## src/rtl/cmsdk_apb_timclken_gen_pkg.sv

```systemverilog
// cmsdk_apb_timclken_gen_pkg: register word addresses (PADDR[11:2]), CTRL/STATUS bit positions, divider width default
package cmsdk_apb_timclken_gen_pkg;
  localparam int DIV_W_DEF = 16;
  localparam logic [9:0] A_CTRL = 10'h000;
  localparam logic [9:0] A_DIV1 = 10'h001;
  localparam logic [9:0] A_DIV2 = 10'h002;
  localparam logic [9:0] A_CNT1 = 10'h003;
  localparam logic [9:0] A_CNT2 = 10'h004;
  localparam logic [9:0] A_STAT = 10'h005;
  localparam int CTRL_EN1 = 0;
  localparam int CTRL_EN2 = 1;
  localparam int CTRL_SYNC = 2;
  localparam int STAT_PEND1 = 0;
  localparam int STAT_PEND2 = 1;
  typedef enum logic [2:0] {R_CTRL, R_DIV1, R_DIV2, R_CNT1, R_CNT2, R_STAT, R_NONE} reg_e;
  function automatic reg_e decode(input logic [9:0] a);
    return a == A_CTRL ? R_CTRL :
           a == A_DIV1 ? R_DIV1 :
           a == A_DIV2 ? R_DIV2 :
           a == A_CNT1 ? R_CNT1 :
           a == A_CNT2 ? R_CNT2 :
           a == A_STAT ? R_STAT : R_NONE;
  endfunction
endpackage

```

## src/rtl/cmsdk_apb_timclken_gen_ch.sv

```systemverilog
// cmsdk_apb_timclken_gen_ch: one divider channel with shadowed reload and a registered enable pulse
module cmsdk_apb_timclken_gen_ch #(
  parameter int DIV_W = 16
) (
  input  logic             clk,
  input  logic             rst,
  input  logic             en,
  input  logic             en_nxt,
  input  logic             sync,
  input  logic             div_wr,
  input  logic [DIV_W-1:0] wdata,
  output logic             tick,
  output logic             pend,
  output logic [DIV_W-1:0] cnt,
  output logic [DIV_W-1:0] div
);
  localparam logic [DIV_W-1:0] one = DIV_W'(1);
  logic [DIV_W-1:0] act, nxt;
  // div always holds the last written value, so it doubles as the shadow
  assign nxt = pend ? div : act;
  always_ff @(posedge clk or posedge rst)
    if (rst) begin
      act <= '0;
      div <= '0;
      cnt <= '0;
      pend <= 1'b0;
      tick <= 1'b0;
    end else begin
      if (div_wr) div <= wdata;
      if (sync) begin
        act <= nxt;
        cnt <= nxt;
        pend <= 1'b0;
        tick <= 1'b0;
      end else if (en_nxt && !en) begin
        cnt <= act;
        tick <= 1'b0;
      end else if (!en_nxt) begin
        tick <= 1'b0;
        if (div_wr && !en) begin
          act <= wdata;
          cnt <= wdata;
          pend <= 1'b0;
        end
      end else if (cnt == '0) begin
        tick <= 1'b1;
        act <= nxt;
        cnt <= nxt;
        pend <= div_wr;
      end else begin
        tick <= 1'b0;
        cnt <= cnt - one;
        if (div_wr) pend <= 1'b1;
      end
    end
endmodule

```

## src/rtl/cmsdk_apb_timclken_gen.sv

```systemverilog
// cmsdk_apb_timclken_gen: APB-programmable pair of clock-enable dividers feeding a dual timer
module cmsdk_apb_timclken_gen
  import cmsdk_apb_timclken_gen_pkg::*;
#(
  parameter int DIV_W = DIV_W_DEF
) (
  input  logic        PCLK,
  input  logic        PRESET,
  input  logic        PSEL,
  input  logic        PENABLE,
  input  logic        PWRITE,
  input  logic [11:2] PADDR,
  input  logic [31:0] PWDATA,
  output logic [31:0] PRDATA,
  output logic        TIMCLKEN1,
  output logic        TIMCLKEN2
);
  reg_e sel;
  logic wr, rd, ctrl_wr, sync, unused_wdata;
  logic [1:0] en, en_nxt, pend;
  logic [DIV_W-1:0] cnt1, cnt2, div1, div2;
  logic [31:0] rdata;
  assign sel = decode(PADDR);
  assign wr = PSEL & PWRITE & ~PENABLE;
  assign rd = PSEL & ~PWRITE & ~PENABLE;
  assign ctrl_wr = wr && sel == R_CTRL;
  assign en_nxt = ctrl_wr ? PWDATA[CTRL_EN2:CTRL_EN1] : en;
  assign sync = ctrl_wr & PWDATA[CTRL_SYNC];
  assign unused_wdata = ^PWDATA;
  always_comb
    rdata = sel == R_CTRL ? 32'(en) :
            sel == R_DIV1 ? 32'(div1) :
            sel == R_DIV2 ? 32'(div2) :
            sel == R_CNT1 ? 32'(cnt1) :
            sel == R_CNT2 ? 32'(cnt2) :
            sel == R_STAT ? 32'(pend) : '0;
  always_ff @(posedge PCLK or posedge PRESET)
    if (PRESET) begin
      en <= '0;
      PRDATA <= '0;
    end else begin
      en <= en_nxt;
      PRDATA <= rd ? rdata : '0;
    end
  cmsdk_apb_timclken_gen_ch #(.DIV_W(DIV_W)) u_ch1 (
    .clk(PCLK), .rst(PRESET), .en(en[CTRL_EN1]), .en_nxt(en_nxt[CTRL_EN1]), .sync(sync),
    .div_wr(wr && sel == R_DIV1), .wdata(PWDATA[DIV_W-1:0]),
    .tick(TIMCLKEN1), .pend(pend[STAT_PEND1]), .cnt(cnt1), .div(div1)
  );
  cmsdk_apb_timclken_gen_ch #(.DIV_W(DIV_W)) u_ch2 (
    .clk(PCLK), .rst(PRESET), .en(en[CTRL_EN2]), .en_nxt(en_nxt[CTRL_EN2]), .sync(sync),
    .div_wr(wr && sel == R_DIV2), .wdata(PWDATA[DIV_W-1:0]),
    .tick(TIMCLKEN2), .pend(pend[STAT_PEND2]), .cnt(cnt2), .div(div2)
  );
endmodule

```

## config.mk

```make
export PLATFORM = sky130hd
export DESIGN_NAME = cmsdk_apb_timclken_gen
export DESIGN_NICKNAME = d
export VERILOG_FILES = /design/src/rtl/cmsdk_apb_timclken_gen_pkg.sv /design/src/rtl/cmsdk_apb_timclken_gen_ch.sv /design/src/rtl/cmsdk_apb_timclken_gen.sv
export SDC_FILE = /design/constraint.sdc
export NUM_CORES = 1
export LEC_CHECK = 0
export ABC_AREA = 1
export CORE_ASPECT_RATIO = 0.9
export CORE_MARGIN = 10
export CORE_UTILIZATION = 40
export CTS_CLUSTER_DIAMETER = 150
export DETAILED_ROUTE_END_ITERATION = 6
export GPL_TIMING_DRIVEN = 1
export SYNTH_ARGS = -nofsm -noshare
export SYNTH_HDL_FRONTEND = slang
export SYNTH_SLANG_ARGS = --single-unit
```

## constraint.sdc

```tcl
create_clock -name PCLK -period 5.45 [get_ports PCLK]
set_input_delay 0.545 -clock PCLK [delete_from_list [all_inputs] [get_ports PCLK]]
set_output_delay 0.545 -clock PCLK [all_outputs]
set_load 0.01 [all_outputs]
```

Fig. 1: placed standard cells
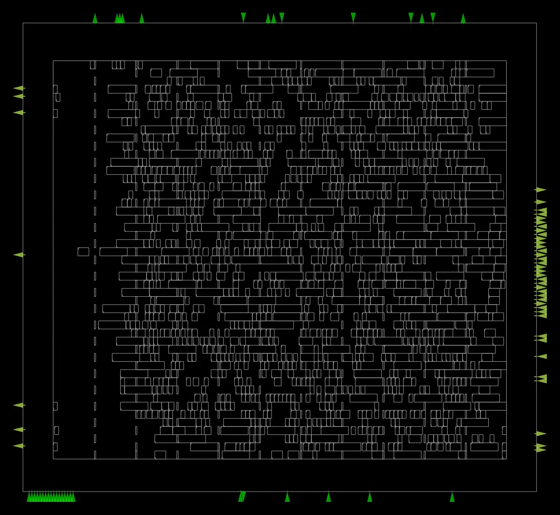
Fillers: 2090
area of the core: 20230 um2

Fig. 2: floorplan with the power grid
Scale: 3 px per um. Pins as bars on the die edge.
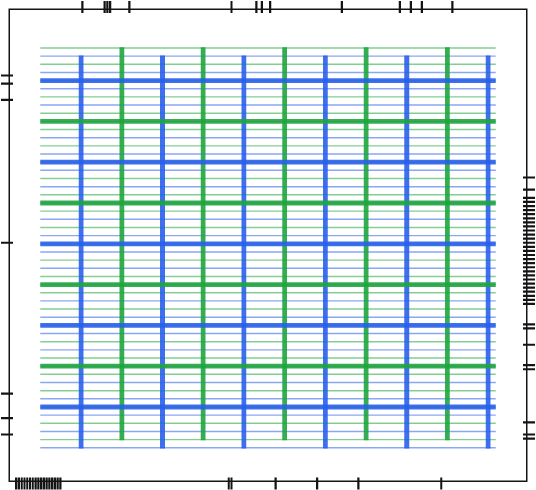
Blue stands for VSS. Green stands for VDD.
81 signal pins sit on the boundary. 11 straps on met4. 9 straps on met5.

==> results_dict.tcl <==
# flow metrics
set metrics [dict create \
    die_w_um 172.0 \
    finalClockSkew_ns 0.008475 \
    grt_pass1_wl_um 46090 \
    finalCritPeriodShare_pct 64.71 \
    pwr-share-clk_pct 42.0 \
    antenna_found_initial 0 \
    yosysTopAreaCell "dfrtp_1" \
    finalPower_mw 2.691 \
    finalHoldViolations 0 \
    comb_cells 984 \
    remaining_drc_errors 0 \
    vias 8471 \
    overflow 0 \
    outcome "finished, final reports clean" \
    nets 1338 \
    worst-path-buf-inv 3 \
    cpMaxStageDelayCell "nand2_2" \
    cpLargestDelayFamily "simple AND/OR/NAND/NOR gates" \
    finalSetupViolCount 0 \
    first_pass_iters 5 \
    min-delay-start "u_ch2.act[13]$_DFFE_PP0P_" \
]
==> cell families (layout without fill, tap and decap cells) <==
logic type	count (synthesis)	count (layout)	synth area share, %
muxes	8	8	0.9627
DFF	118	118	35.50
other	1	16	0.04508
AOI/OAI and AO/OA	211	211	13.28
xor gates and xnor gates	10	10	1.053
adders and majority gates	4	4	0.6017
and+or+nand+nor	735	735	38.85
buffers and inverters	176	197	9.702
==> per-layer routing <==
layer	GRT usage [%]	vias up	share of wire (%)	wire length, um
li1	-	4109	-	-
met5	0	-	0	0
met4	7.670	0	2.4	721
met3	4.175	42	8.2	2445
met1	32.88	3930	48	14470
met2	31.65	390	41	12210
No activity file was given, so power comes from the tool's default toggle rates.
